### Power grid, run 1

The bar under the picture is 20 um long. Pins as bars on the die edge. Tap cells in gray.
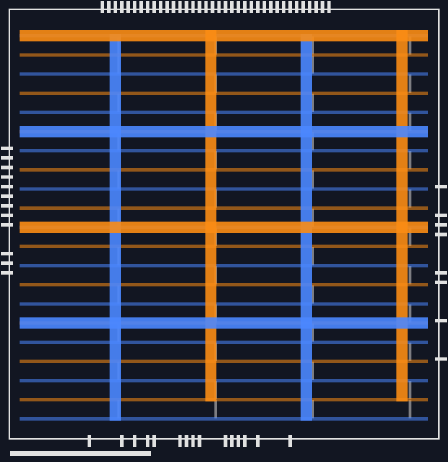
### Cells colored by class, run 1

The bar under the picture is 20 um long.
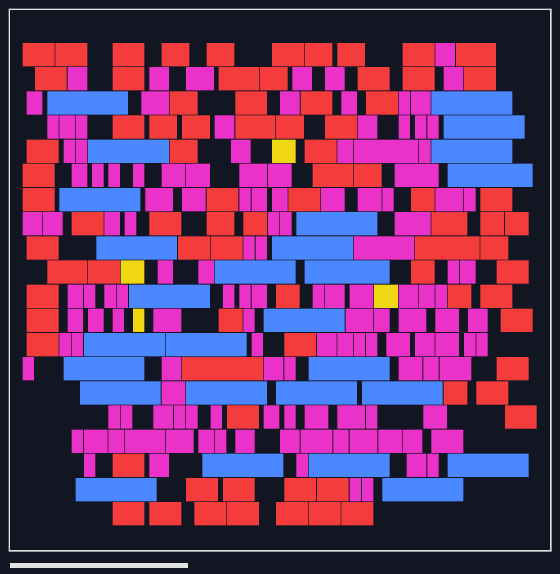
### Clock distribution, run 1

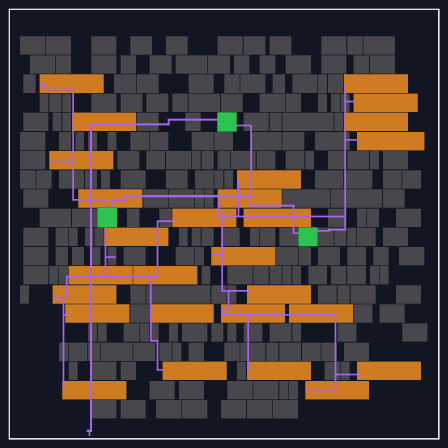
==> config.mk <==
export PLATFORM = sky130hd
export DESIGN_NAME = control_unit
export DESIGN_NICKNAME = d
export VERILOG_FILES = /design/src/rtl/control_unit.sv
export SDC_FILE = /design/constraint.sdc
export NUM_CORES = 1
export LEC_CHECK = 0
export CORE_UTILIZATION = 44
export DETAILED_ROUTE_END_ITERATION = 12
export GPL_TIMING_DRIVEN = 1
export HOLD_SLACK_MARGIN = 0.05
export PLACE_DENSITY = 0.85
export SYNTH_ARGS = -nofsm -noshare
export SYNTH_HDL_FRONTEND = slang
export SYNTH_SLANG_ARGS = --single-unit
==> constraint.sdc <==
create_clock -name Clock -period 2.31 [get_ports Clock]
set_input_delay 0.3465 -clock Clock [delete_from_list [all_inputs] [get_ports Clock]]
set_output_delay 0.3465 -clock Clock [all_outputs]
set_load 0.005 [all_outputs]
==> src/rtl/control_unit.sv <==
// Instruction-sequencing controller: owns PC, IR and the main FSM, fetches
// 16-bit instructions from a synchronous ROM and drives datapath controls.
module control_unit #(
  parameter int PC_W = 7
) (
  input  logic            Clock,
  input  logic            Reset,
  output logic [PC_W-1:0] Instr_Addr,
  input  logic [15:0]     Instr_Data,
  output logic [7:0]      D_Addr,
  output logic            D_W_en,
  output logic            RF_s,
  output logic [3:0]      RF_W_Addr,
  output logic            RF_W_en,
  output logic [3:0]      RF_Ra_Addr,
  output logic [3:0]      RF_Rb_Addr,
  output logic [2:0]      ALU_s0,
  output logic [15:0]     IR_Out,
  output logic [3:0]      State
);

  typedef enum logic [3:0] {
    S_INIT   = 4'd0,
    S_FETCH  = 4'd1,
    S_DECODE = 4'd2,
    S_NOOP   = 4'd3,
    S_LOAD_A = 4'd4,
    S_LOAD_B = 4'd5,
    S_STORE  = 4'd6,
    S_ADD    = 4'd7,
    S_SUB    = 4'd8,
    S_HALT   = 4'd9
  } state_t;

  localparam logic [3:0] OP_STORE = 4'h1;
  localparam logic [3:0] OP_LOAD  = 4'h2;
  localparam logic [3:0] OP_ADD   = 4'h3;
  localparam logic [3:0] OP_SUB   = 4'h4;
  localparam logic [3:0] OP_HALT  = 4'h5;

  state_t          state_q, state_d;
  logic [PC_W-1:0] pc_q, pc_d;
  logic [15:0]     ir_q, ir_d;

  // NOTE: state registers use non-blocking assignments so every flop samples
  // the pre-edge values of the others, independent of block ordering.
  always_ff @(posedge Clock or posedge Reset) begin
    if (Reset) begin
      state_q <= S_INIT;
      pc_q    <= '0;
      ir_q    <= '0;
    end else begin
      state_q <= state_d;
      pc_q    <= pc_d;
      ir_q    <= ir_d;
    end
  end

  // NOTE: every signal assigned here gets a default first, so no path through
  // the case statement can leave it unassigned and infer a latch.
  always_comb begin
    state_d = state_q;
    pc_d    = pc_q;
    ir_d    = ir_q;
    case (state_q)
      S_INIT: begin
        state_d = S_FETCH;
        pc_d    = '0;
        ir_d    = '0;
      end
      S_FETCH: begin
        state_d = S_DECODE;
        ir_d    = Instr_Data;
        pc_d    = pc_q + PC_W'(1);
      end
      S_DECODE: begin
        case (ir_q[15:12])
          OP_STORE: state_d = S_STORE;
          OP_LOAD:  state_d = S_LOAD_A;
          OP_ADD:   state_d = S_ADD;
          OP_SUB:   state_d = S_SUB;
          OP_HALT:  state_d = S_HALT;
          default:  state_d = S_NOOP;
        endcase
      end
      S_LOAD_A: state_d = S_LOAD_B;
      S_LOAD_B, S_STORE, S_ADD, S_SUB, S_NOOP: state_d = S_FETCH;
      S_HALT:   state_d = S_HALT;
      default:  state_d = S_INIT;
    endcase
  end

  // Moore outputs: a function of the current state and IR only, so an
  // asynchronous Reset zeroes every write enable within the same cycle.
  always_comb begin
    D_Addr     = '0;
    D_W_en     = 1'b0;
    RF_s       = 1'b0;
    RF_W_Addr  = '0;
    RF_W_en    = 1'b0;
    RF_Ra_Addr = '0;
    RF_Rb_Addr = '0;
    ALU_s0     = 3'd0;
    case (state_q)
      S_LOAD_A, S_LOAD_B: begin
        D_Addr    = ir_q[11:4];
        RF_s      = 1'b1;
        RF_W_Addr = ir_q[3:0];
        RF_W_en   = (state_q == S_LOAD_B);
      end
      S_STORE: begin
        D_Addr     = ir_q[11:4];
        RF_Ra_Addr = ir_q[3:0];
        D_W_en     = 1'b1;
      end
      S_ADD, S_SUB: begin
        RF_Ra_Addr = ir_q[11:8];
        RF_Rb_Addr = ir_q[7:4];
        RF_W_Addr  = ir_q[3:0];
        RF_W_en    = 1'b1;
        ALU_s0     = (state_q == S_ADD) ? 3'd1 : 3'd2;
      end
      default: ;
    endcase
  end

  assign Instr_Addr = pc_q;
  assign IR_Out     = ir_q;
  assign State      = state_q;

endmodule

==> flow_summary.html, run 1 <==
<!-- implementation run metrics -->
<table>
<tr><th>Metric</th><th>Value</th></tr>
<tr><th colspan="2">Status</th></tr>
<tr><td>Outcome</td><td>complete, no violations</td></tr>
<tr><th colspan="2">CTS</th></tr>
<tr><td>Clock tree root buffer cell</td><td>sky130_fd_sc_hd__clkbuf_4</td></tr>
<tr><td>Bufs on Longest Clock Path</td><td>2</td></tr>
<tr><td>Worst-skew pair later-pin latency</td><td>0.33 ns</td></tr>
<tr><td>Cts hold-fix bufs</td><td>0</td></tr>
<tr><td>Sinks on the clock net</td><td>27</td></tr>
<tr><td>TritonCTS buffer count</td><td>3</td></tr>
<tr><td>Post-CTS clock slew at the launch and capture registers of the worst setup and hold paths</td><td>0.14 ns</td></tr>
<tr><td>TritonCTS clock tree</td><td>built</td></tr>
<tr><td>CTS H-tree depth</td><td>1</td></tr>
<tr><th colspan="2">Critical path</th></tr>
<tr><td>Worst path slowest cell</td><td>sky130_fd_sc_hd__dfrtp_2</td></tr>
<tr><td>Kind of capture point of the worst setup path</td><td>output port</td></tr>
<tr><td>Number of cells on the critical path</td><td>4</td></tr>
<tr><td>Element type at the critical path start</td><td>register</td></tr>
<tr><td>Crit path required time</td><td>1.96 ns</td></tr>
<tr><td>R2r worst-path depth</td><td>5</td></tr>
<tr><td>Critical-path maximum fanout</td><td>8</td></tr>
<tr><td>Slowest cell delay on critical path</td><td>0.46 ns</td></tr>
<tr><td>Cell family contributing the most delay on the critical path</td><td>flip-flops</td></tr>
<tr><td>Worst reg-to-reg setup slack</td><td>0.33 ns</td></tr>
<tr><td>Critical path launch point</td><td>State[0]$_DFF_PP0_</td></tr>
<tr><td>Critical path buffers and inverters</td><td>1</td></tr>
<tr><td>Ordered list of cells on the worst path</td><td>or3b_4 &gt; o22ai_4 &gt; a22o_1 &gt; dlygate4sd2_1</td></tr>
<tr><td>Critical path data arrival time</td><td>1.89 ns</td></tr>
<tr><td>End point of the critical path</td><td>RF_Ra_Addr[2]</td></tr>
<tr><td>Worst setup path category</td><td>reg -&gt; out</td></tr>
<tr><td>Worst flop-to-flop path endpoint</td><td>Instr_Addr[4]$_DFFE_PP0P_</td></tr>
<tr><td>Startpoint of the lowest-slack register-to-register path</td><td>State[1]$_DFF_PP0_</td></tr>
<tr><th colspan="2">Synthesis</th></tr>
<tr><td>Cells after Synth</td><td>177</td></tr>
<tr><td>Synth Seq Share</td><td>0.444</td></tr>
<tr><td>Post-synthesis area per instance</td><td>8.59 um2</td></tr>
<tr><td>Number of cells in Yosys stat</td><td>177</td></tr>
<tr><td>AO/OA Area Share</td><td>0.138</td></tr>
<tr><td>FFs w/ async S/R, synth</td><td>1.00</td></tr>
<tr><td>Number of storage elements in the synthesis netlist</td><td>27</td></tr>
<tr><td>Synth logic family</td><td>simple AND/OR/NAND/NOR gates</td></tr>
<tr><td>Cell variety after synth</td><td>35</td></tr>
<tr><td>Yosys stat chip area</td><td>1520 um2</td></tr>
<tr><td>Warning count from the yosys run</td><td>0</td></tr>
<tr><td>Area of the mapped netlist</td><td>1520 um2</td></tr>
<tr><td>Mux contribution to synthesized area</td><td>0</td></tr>
<tr><td>Flip-flop cell with the highest count after synthesis</td><td>sky130_fd_sc_hd__dfrtp_1</td></tr>
<tr><td>Number of nets in the synthesized netlist</td><td>196</td></tr>
<tr><td>XOR/XNOR Area Share</td><td>0.00576</td></tr>
<tr><td>Post-synthesis adder-cell area fraction</td><td>0.00823</td></tr>
<tr><td>And+or+nand+nor area frac</td><td>0.354</td></tr>
<tr><td>Post-synth tally of flip-flops with integrated enable</td><td>0</td></tr>
<tr><th colspan="2">STA</th></tr>
<tr><td>Number of endpoints failing setup at the final stage</td><td>0</td></tr>
<tr><td>Post-Route Skew</td><td>0.0101 ns</td></tr>
<tr><td>Min cycle time layout</td><td>2.23 ns</td></tr>
<tr><td>Max-slew headroom</td><td>0.512</td></tr>
<tr><td>Number of pins exceeding their max-slew limit in the final report</td><td>0</td></tr>
<tr><td>Slew at the pin closest to its max-slew limit</td><td>0.732 ns</td></tr>
<tr><td>Post-route setup slack</td><td>0.0783 ns</td></tr>
<tr><td>Crit share post-route</td><td>0.966</td></tr>
<tr><td>Number of hold violations in the final report</td><td>0</td></tr>
<tr><td>Unrepaired setup endpoints after global routing</td><td>yes</td></tr>
<tr><td>Fmax achieved</td><td>0.448 GHz</td></tr>
<tr><th colspan="2">Drt</th></tr>
<tr><td>Wirelength, routed</td><td>4.43 mm</td></tr>
<tr><td>Via total after detailed routing</td><td>1572</td></tr>
<tr><td>Via density</td><td>5.37</td></tr>
<tr><td>Iter 0 DRT Violations</td><td>113</td></tr>
<tr><td>DRT antenna net count</td><td>0</td></tr>
<tr><td>Post-detailed-route DRC marker count</td><td>0</td></tr>
<tr><td>Per-cell routed wire length</td><td>15.1 um</td></tr>
<tr><td>Number of detailed-routing iterations run before antenna repair</td><td>4</td></tr>
<tr><th colspan="2">Die</th></tr>
<tr><td>Boundary pin count</td><td>71</td></tr>
<tr><td>Core box area</td><td>3150 um2</td></tr>
<tr><td>Fp util</td><td>0.482</td></tr>
<tr><td>Core Rows</td><td>20</td></tr>
<tr><td>Die Wd</td><td>60.8 um</td></tr>
<tr><td>Floorplan die area</td><td>3690 um2</td></tr>
<tr><td>Height of the die</td><td>60.8 um</td></tr>
<tr><th colspan="2">GRT</th></tr>
<tr><td>Initial antenna violation count</td><td>0</td></tr>
<tr><td>GRT Residual Overflow</td><td>0</td></tr>
<tr><td>Number of global-route vias before repair</td><td>1420</td></tr>
<tr><td>Pin count of the biggest net entering global routing</td><td>38</td></tr>
<tr><td>Global-route wire length before repair</td><td>6.58 mm</td></tr>
<tr><td>Global-route usage over all layers</td><td>0.248</td></tr>
<tr><th colspan="2">Pwr</th></tr>
<tr><td>Power per cell area</td><td>1130 nW/um2</td></tr>
<tr><td>IR drop worst, VDD</td><td>0.000557 V</td></tr>
<tr><td>Lkg Pwr</td><td>1.20 nW</td></tr>
<tr><th colspan="2">Layout</th></tr>
<tr><td>Combinational gate area</td><td>796 um2</td></tr>
<tr><td>Number of nets in the layout</td><td>269</td></tr>
<tr><td>Most frequent logic cell in the layout</td><td>sky130_fd_sc_hd__clkdlybuf4s50_1</td></tr>
<tr><td>Design Area, Final</td><td>2370 um2</td></tr>
<tr><td>Antenna diodes</td><td>0</td></tr>
<tr><td>Seq. cell area</td><td>678 um2</td></tr>
<tr><td>Share of layout cells above drive strength 1</td><td>0.0924</td></tr>
<tr><td>Tally of filler cells in the layout</td><td>253</td></tr>
<tr><td>Area Overhead vs Synth</td><td>55.9%</td></tr>
<tr><td>Most frequent cells in the layout</td><td>sky130_fd_sc_hd__clkdlybuf4s50_1 (51), sky130_fd_sc_hd__nand2_1 (44), sky130_fd_sc_hd__dfrtp_1 (25), sky130_fd_sc_hd__nand3_1 (17), sky130_fd_sc_hd__dlygate4sd2_1 (13)</td></tr>
<tr><td>Core occupancy in the finished layout</td><td>0.752</td></tr>
<tr><td>Flip-flop count of the largest register, all copies and words added</td><td>16</td></tr>
<tr><th colspan="2">Hold path</th></tr>
<tr><td>Worst hold path class</td><td>in -&gt; async</td></tr>
<tr><th colspan="2">Flow run</th></tr>
<tr><td>Number of maximum-capacitance violations</td><td>0</td></tr>
<tr><td>Total tool warning count</td><td>28</td></tr>
<tr><th colspan="2">Place</th></tr>
<tr><td>Number of buffers added on ports</td><td>69</td></tr>
<tr><td>Post-place instance area</td><td>2260 um2</td></tr>
<tr><td>Final estimated routing congestion in global placement</td><td>0.770</td></tr>
<tr><td>HPWL reported at the end of detailed placement</td><td>3.08 mm</td></tr>
<tr><td>Worst setup slack before clock tree synthesis</td><td>0.192 ns</td></tr>
</table>
Back to the opening pictures, 'Power grid':
Key: VDD = orange; VSS = blue
The core has 20 rows. 4 straps on met4. 71 signal pins sit on the boundary.

Back to the opening pictures, 'Cells colored by class':
Key: remaining logic cells = magenta [cells 137, share of their area 35%]; clock drivers and dummy loads = yellow [cells 4, share of their area 1.1%]; remaining buffers and delay cells = red [cells 81, share of their area 35%]; registers = blue [cells 27, share of their area 29%]

Back to the opening pictures, 'Clock distribution':
Key: flip-flops = orange [count 27]; clock-net drivers = green [count 3]; clock wires = purple [length 330 um]
There are 4 routed clock nets.

## run 1: layer usage
metal / track usage / up-vias / routed length (um)
li1: - / 747 / -
met1: 0.311 / 762 / 1810
met2: 0.392 / 57 / 2290
met3: 0.0597 / 6 / 236
met4: 0.143 / 0 / 91
met5: 0 / - / 0
## run 1: repair_timing
item,4_1_cts,5_1_grt
pin swaps,6,0
setup endpoints to repair,22,10
resized,16,12
setup buffers,1,2
gates cloned,0,1
## run 1: worst register-to-register path: cells and delay by family, from the launching register on
family	cells	cell delay (ns)
simple gates	2	0.76
flops	1	0.52
buf+inv	2	0.52
compound gates	1	0.08
## run 1: stage by stage
step                cells  setup TNS (ns)  hold WS (ns)  total power, mW
floorplan             177               0         0.399             1.65
global placement      285               0         0.501             2.32
detailed placement    285               0         0.504             2.36
CTS                   290         -0.0162         0.366             2.57
global route          293        -0.00948         0.379             2.90
finish                293               0         0.368             2.67
## run 1: cell usage after synthesis (all sizes together), types with 3 or more instances
library cell / count / area, um2
nand2: 44 / 165
dfrtp: 27 / 676
nand3: 17 / 85.1
and2: 12 / 75.1
buf: 12 / 63.8
nor2: 7 / 26.3
and3: 6 / 37.5
a21boi: 5 / 37.5
a22o: 5 / 43.8
nand2b: 4 / 25.0
nor3b: 4 / 35.0
o21ai: 4 / 20.0
nand3b: 3 / 22.5
nand4b: 3 / 26.3
o211ai: 3 / 22.5
## run 1: area by class of cell
class	instances	share of cell area
timing repair buffer	81	0.342
inverter	1	0.00158
tap	44	0.0232
sequential	27	0.286
clock buffer	4	0.0111
multi-input combinational	136	0.336
## run 1: power by group
part / total (mW) / switching, mW / leakage, nW / internal (mW)
Combinational: 1.55 / 0.725 / 0.842 / 0.824
Clock: 0.202 / 0.134 / 0.0150 / 0.0678
Sequential: 0.924 / 0.256 / 0.343 / 0.669
### Routed metal, one color a layer, run 1

The bar under the picture is 20 um long. Only two layers are drawn.
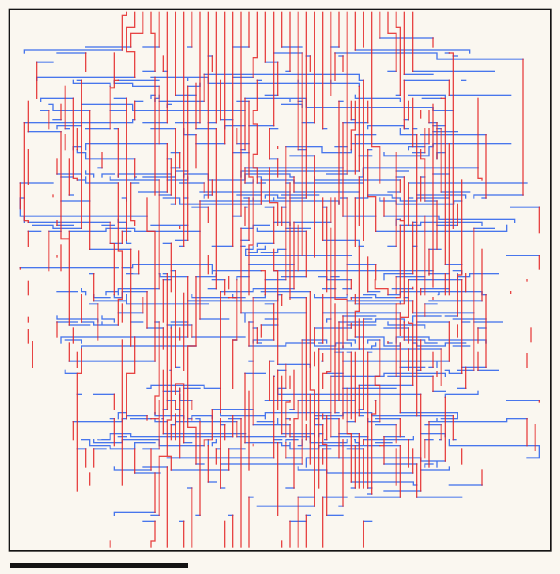

==> run 2: changes to the inputs <==
Settings changed: CORE_UTILIZATION 44 to 41, PLACE_DENSITY 0.85 to 0.8, SKIP_LAST_GASP from default to 1.
Clock period 2.31 ns to 2.4 ns, I/O delays scaled along.
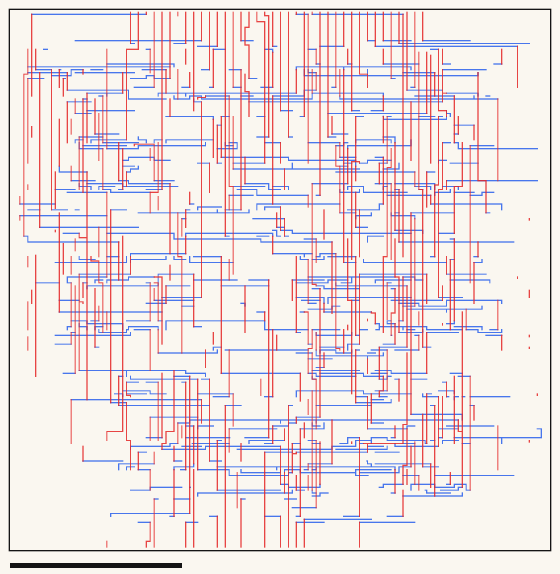
*Routed metal, one color a layer, run 2*
The bar under the picture is 20 um long. Only two layers are drawn.
Key: M2 = red [wire length 2080 um]; M1 = blue [wire length 1860 um]

==> run 2 against run 1 <==
Critical path depth stayed put. Via count down 3.4%. Highest routed layer unchanged. Largest power group unchanged. Sequential power shrank 5.5%. Die area grew 7.1%. Clock power up 27%. Register-to-register slack improved by 0.23 ns.
==> flow_summary.html, run 2 <==
<!-- implementation run metrics -->
<table>
<tr><th>Metric</th><th>Value</th></tr>
<tr><th colspan="2">Status</th></tr>
<tr><td>Outcome</td><td>complete, no violations</td></tr>
<tr><th colspan="2">Synthesis</th></tr>
<tr><td>Number of nets in the synthesized netlist</td><td>196 (unchanged)</td></tr>
<tr><td>Most frequent cells after synthesis</td><td>sky130_fd_sc_hd__nand2_1 (44), sky130_fd_sc_hd__dfrtp_1 (27), sky130_fd_sc_hd__nand3_1 (17)</td></tr>
<tr><td>And+or+nand+nor area frac</td><td>0.354 (unchanged)</td></tr>
<tr><td>Post-synth tally of flip-flops with integrated enable</td><td>0 (unchanged)</td></tr>
<tr><td>AO/OA Area Share</td><td>0.138 (unchanged)</td></tr>
<tr><td>Area of the mapped netlist</td><td>1520 um2 (unchanged)</td></tr>
<tr><td>Main area contributors</td><td>sky130_fd_sc_hd__dfrtp_1 (44%), sky130_fd_sc_hd__nand2_1 (11%), sky130_fd_sc_hd__nand3_1 (5.6%), sky130_fd_sc_hd__and2_1 (4.9%), sky130_fd_sc_hd__buf_2 (3.0%)</td></tr>
<tr><td>Yosys stat chip area</td><td>1520 um2 (unchanged)</td></tr>
<tr><td>Mux contribution to synthesized area</td><td>0 (unchanged)</td></tr>
<tr><td>Cell variety after synth</td><td>35 (unchanged)</td></tr>
<tr><td>XOR/XNOR Area Share</td><td>0.00576 (unchanged)</td></tr>
<tr><td>Synth logic family</td><td>simple AND/OR/NAND/NOR gates</td></tr>
<tr><td>Number of storage elements in the synthesis netlist</td><td>27 (unchanged)</td></tr>
<tr><td>FFs w/ async S/R, synth</td><td>1.00 (unchanged)</td></tr>
<tr><td>Flip-flop cell with the highest count after synthesis</td><td>sky130_fd_sc_hd__dfrtp_1</td></tr>
<tr><td>Largest area contributor in the netlist</td><td>sky130_fd_sc_hd__dfrtp_1</td></tr>
<tr><td>Post-synthesis adder-cell area fraction</td><td>0.00823 (unchanged)</td></tr>
<tr><th colspan="2">Critical path</th></tr>
<tr><td>Element type at the critical path start</td><td>register</td></tr>
<tr><td>Worst flop-to-flop path endpoint</td><td>Instr_Addr[6]$_DFFE_PP0P_</td></tr>
<tr><td>Critical path data arrival time</td><td>2.01 ns (+0.12 ns)</td></tr>
<tr><td>Worst reg-to-reg setup slack</td><td>0.56 ns (+0.23 ns)</td></tr>
<tr><td>Slowest cell delay on critical path</td><td>0.49 ns (+0.03 ns)</td></tr>
<tr><td>End point of the critical path</td><td>RF_Rb_Addr[0]</td></tr>
<tr><td>Cell family contributing the most delay on the critical path</td><td>simple AND/OR/NAND/NOR gates</td></tr>
<tr><td>Critical-path maximum fanout</td><td>8 (unchanged)</td></tr>
<tr><td>Crit path required time</td><td>2.04 ns (+0.08 ns)</td></tr>
<tr><td>R2r worst-path depth</td><td>3 (-2)</td></tr>
<tr><td>Worst setup path category</td><td>reg -&gt; out</td></tr>
<tr><td>Startpoint of the lowest-slack register-to-register path</td><td>State[1]$_DFF_PP0_</td></tr>
<tr><td>Critical path launch point</td><td>State[2]$_DFF_PP0_</td></tr>
<tr><td>Critical path buffers and inverters</td><td>1 (unchanged)</td></tr>
<tr><td>Worst path slowest cell</td><td>sky130_fd_sc_hd__clkdlybuf4s50_1</td></tr>
<tr><th colspan="2">Layout</th></tr>
<tr><td>Seq. cell area</td><td>676 um2 (-0.37%)</td></tr>
<tr><td>Number of nets in the layout</td><td>270 (+0.37%)</td></tr>
<tr><td>Clock Buffer Count</td><td>4 (unchanged)</td></tr>
<tr><td>Non-clock buffering overhead in the final layout</td><td>0.340 (-0.00178)</td></tr>
<tr><td>Most frequent logic cell in the layout</td><td>sky130_fd_sc_hd__clkdlybuf4s50_1</td></tr>
<tr><td>Share of layout cells above drive strength 1</td><td>0.0800 (-0.0124)</td></tr>
<tr><td>Area Overhead vs Synth</td><td>56.2%</td></tr>
<tr><td>Clock-cell share of area</td><td>0.0190 (+0.00788)</td></tr>
<tr><td>Most frequent cells in the layout</td><td>sky130_fd_sc_hd__clkdlybuf4s50_1 (64), sky130_fd_sc_hd__nand2_1 (44), sky130_fd_sc_hd__dfrtp_1 (27), sky130_fd_sc_hd__nand3_1 (17)</td></tr>
<tr><td>Share of the final layout cell area in sequential cells</td><td>0.285 (-0.00166)</td></tr>
<tr><td>Antenna diodes</td><td>0 (unchanged)</td></tr>
<tr><td>Combinational gate area</td><td>785 um2 (-1.4%)</td></tr>
<tr><td>Multi-Input Combinational</td><td>136 (unchanged)</td></tr>
<tr><td>Multi-input gate share of total cell area</td><td>0.330 (-0.00545)</td></tr>
<tr><td>Number of inverters outside the clock class in the layout</td><td>1 (unchanged)</td></tr>
<tr><td>Flip-flop count of the largest register, all copies and words added</td><td>16 (unchanged)</td></tr>
<tr><td>Non-CTS buffers</td><td>82 (+1.2%)</td></tr>
<tr><td>Sequential cells</td><td>27 (unchanged)</td></tr>
<tr><th colspan="2">STA</th></tr>
<tr><td>Post-route setup slack</td><td>0.0290 ns (-0.0493 ns)</td></tr>
<tr><td>Number of hold violations in the final report</td><td>0 (unchanged)</td></tr>
<tr><td>Crit share post-route</td><td>0.988</td></tr>
<tr><td>Number of endpoints failing setup at the final stage</td><td>0 (unchanged)</td></tr>
<tr><td>Max-slew headroom</td><td>0.651 (+0.139)</td></tr>
<tr><td>Fmax achieved</td><td>0.422 GHz</td></tr>
<tr><td>Fin Setup TNS</td><td>0 ns (unchanged)</td></tr>
<tr><th colspan="2">Place</th></tr>
<tr><td>HPWL reported at the end of detailed placement</td><td>3.06 mm (-0.54%)</td></tr>
<tr><td>Worst setup slack before clock tree synthesis</td><td>0.304 ns (+0.112 ns)</td></tr>
<tr><td>Final estimated routing congestion in global placement</td><td>0.763 (-0.90%)</td></tr>
<tr><th colspan="2">Hold path</th></tr>
<tr><td>Worst hold path class</td><td>in -&gt; async</td></tr>
<tr><th colspan="2">Die</th></tr>
<tr><td>N_taps</td><td>46 (+4.5%)</td></tr>
<tr><td>Fp util</td><td>0.442 (-0.0405)</td></tr>
<tr><td>Floorplan die area</td><td>3960 um2 (+7.1%)</td></tr>
<tr><td>Core box area</td><td>3440 um2 (+9.2%)</td></tr>
<tr><td>Die Wd</td><td>62.9 um (+3.5%)</td></tr>
<tr><td>Boundary pin count</td><td>71 (unchanged)</td></tr>
<tr><th colspan="2">Drt</th></tr>
<tr><td>Via total after detailed routing</td><td>1519 (-3.4%)</td></tr>
<tr><td>Number of detailed-routing iterations run before antenna repair</td><td>4 (unchanged)</td></tr>
<tr><td>DRT antenna net count</td><td>0 (unchanged)</td></tr>
<tr><td>Per-cell routed wire length</td><td>13.9 um (-8.3%)</td></tr>
<tr><td>Wire length on met1</td><td>1.86 mm (+3.0%)</td></tr>
<tr><td>Metal3 WL</td><td>127 um (-46%)</td></tr>
<tr><td>Wirelength, routed</td><td>4.10 mm (-7.4%)</td></tr>
<tr><td>Via density</td><td>5.13 (-4.4%)</td></tr>
<tr><th colspan="2">GRT</th></tr>
<tr><td>Global-route usage over all layers</td><td>0.222 (-0.0269)</td></tr>
<tr><td>Initial antenna violation count</td><td>0 (unchanged)</td></tr>
<tr><td>Pin count of the biggest net entering global routing</td><td>32 (-16%)</td></tr>
<tr><td>Number of global-route vias before repair</td><td>1500 (+5.6%)</td></tr>
<tr><td>Met2 GRT Util</td><td>0.382 (-0.0107)</td></tr>
<tr><td>Global-route wire length before repair</td><td>7.04 mm (+7.0%)</td></tr>
<tr><td>Met1 capacity usage during global routing</td><td>0.284 (-0.0274)</td></tr>
<tr><td>GRT Residual Overflow</td><td>0 (unchanged)</td></tr>
<tr><th colspan="2">Pwr</th></tr>
<tr><td>Power after layout</td><td>2.57 mW (-3.8%)</td></tr>
<tr><td>IR drop worst, VDD</td><td>0.000519 V (-6.8%)</td></tr>
<tr><td>Power per cell area</td><td>1080 nW/um2 (-4.0%)</td></tr>
<tr><th colspan="2">CTS</th></tr>
<tr><td>Bufs on Longest Clock Path</td><td>2 (unchanged)</td></tr>
<tr><td>Post-CTS clock slew at the launch and capture registers of the worst setup and hold paths</td><td>0.09 ns (-0.05 ns)</td></tr>
<tr><td>Worst-skew pair later-pin latency</td><td>0.27 ns (-0.06 ns)</td></tr>
<tr><td>Resize count post-CTS</td><td>0 (-16)</td></tr>
<tr><td>CTS H-tree depth</td><td>1 (unchanged)</td></tr>
<tr><td>Cts hold-fix bufs</td><td>0 (unchanged)</td></tr>
<tr><td>Sinks on the clock net</td><td>27 (unchanged)</td></tr>
</table>
## run 2: cell types whose count changed in the layout (fill, tap and decap cells not counted), moves of 2 or more
cell                              delta
sky130_fd_sc_hd__clkbuf_8            +3
sky130_fd_sc_hd__clkdlybuf4s50_1    +13
sky130_fd_sc_hd__dfrtp_2             -2
sky130_fd_sc_hd__dlygate4sd2_1      -13
sky130_fd_sc_hd__buf_4               +3
sky130_fd_sc_hd__dfrtp_1             +2
sky130_fd_sc_hd__clkbuf_4            -3
## run 2: worst min path at each step
stage	start	end	slack, ns	cells past startpoint
2_1_floorplan	Reset	IR_Out[0]$_DFFE_PP0P_	0.41	1
6_report	Reset	IR_Out[0]$_DFFE_PP0P_	0.44	3
3_3_place_gp	IR_Out[15]$_DFFE_PP0P_	IR_Out[15]$_DFFE_PP0P_	0.49	2
3_5_place_dp	IR_Out[1]$_DFFE_PP0P_	IR_Out[1]$_DFFE_PP0P_	0.50	2
4_1_cts	Reset	IR_Out[6]$_DFFE_PP0P_	0.45	3
5_1_grt	Reset	IR_Out[6]$_DFFE_PP0P_	0.49	3
## run 2: worst reg2reg max path, delay by kind of cell (launching register included)
family                 cells  cell delay [ns]
buffers and inverters      1             0.21
AND-OR/OR-AND              1             0.42
AND/OR/NAND/NOR            1             0.61
flip-flops                 1             0.49
## run 2: report_power, final
group,switching [mW],internal [mW],leakage (nW)
combinational,0.667,0.777,0.773
sequential,0.231,0.643,0.345
clock,0.137,0.119,0.0228
## run 2: per-stage QoR
stage / area (um2) / util / std cells / hold slack (ns)
after floorplan: 1520 / - / 177 / 0.413
after global placement: 2280 / 0.663 / 289 / 0.489
after detailed placement: 2280 / 0.663 / 289 / 0.503
after CTS: 2350 / 0.682 / 296 / 0.453
after global routing: 2370 / 0.690 / 296 / 0.494
final: 2370 / 0.690 / 296 / 0.440
Power is estimated from default activity; no workload was simulated.
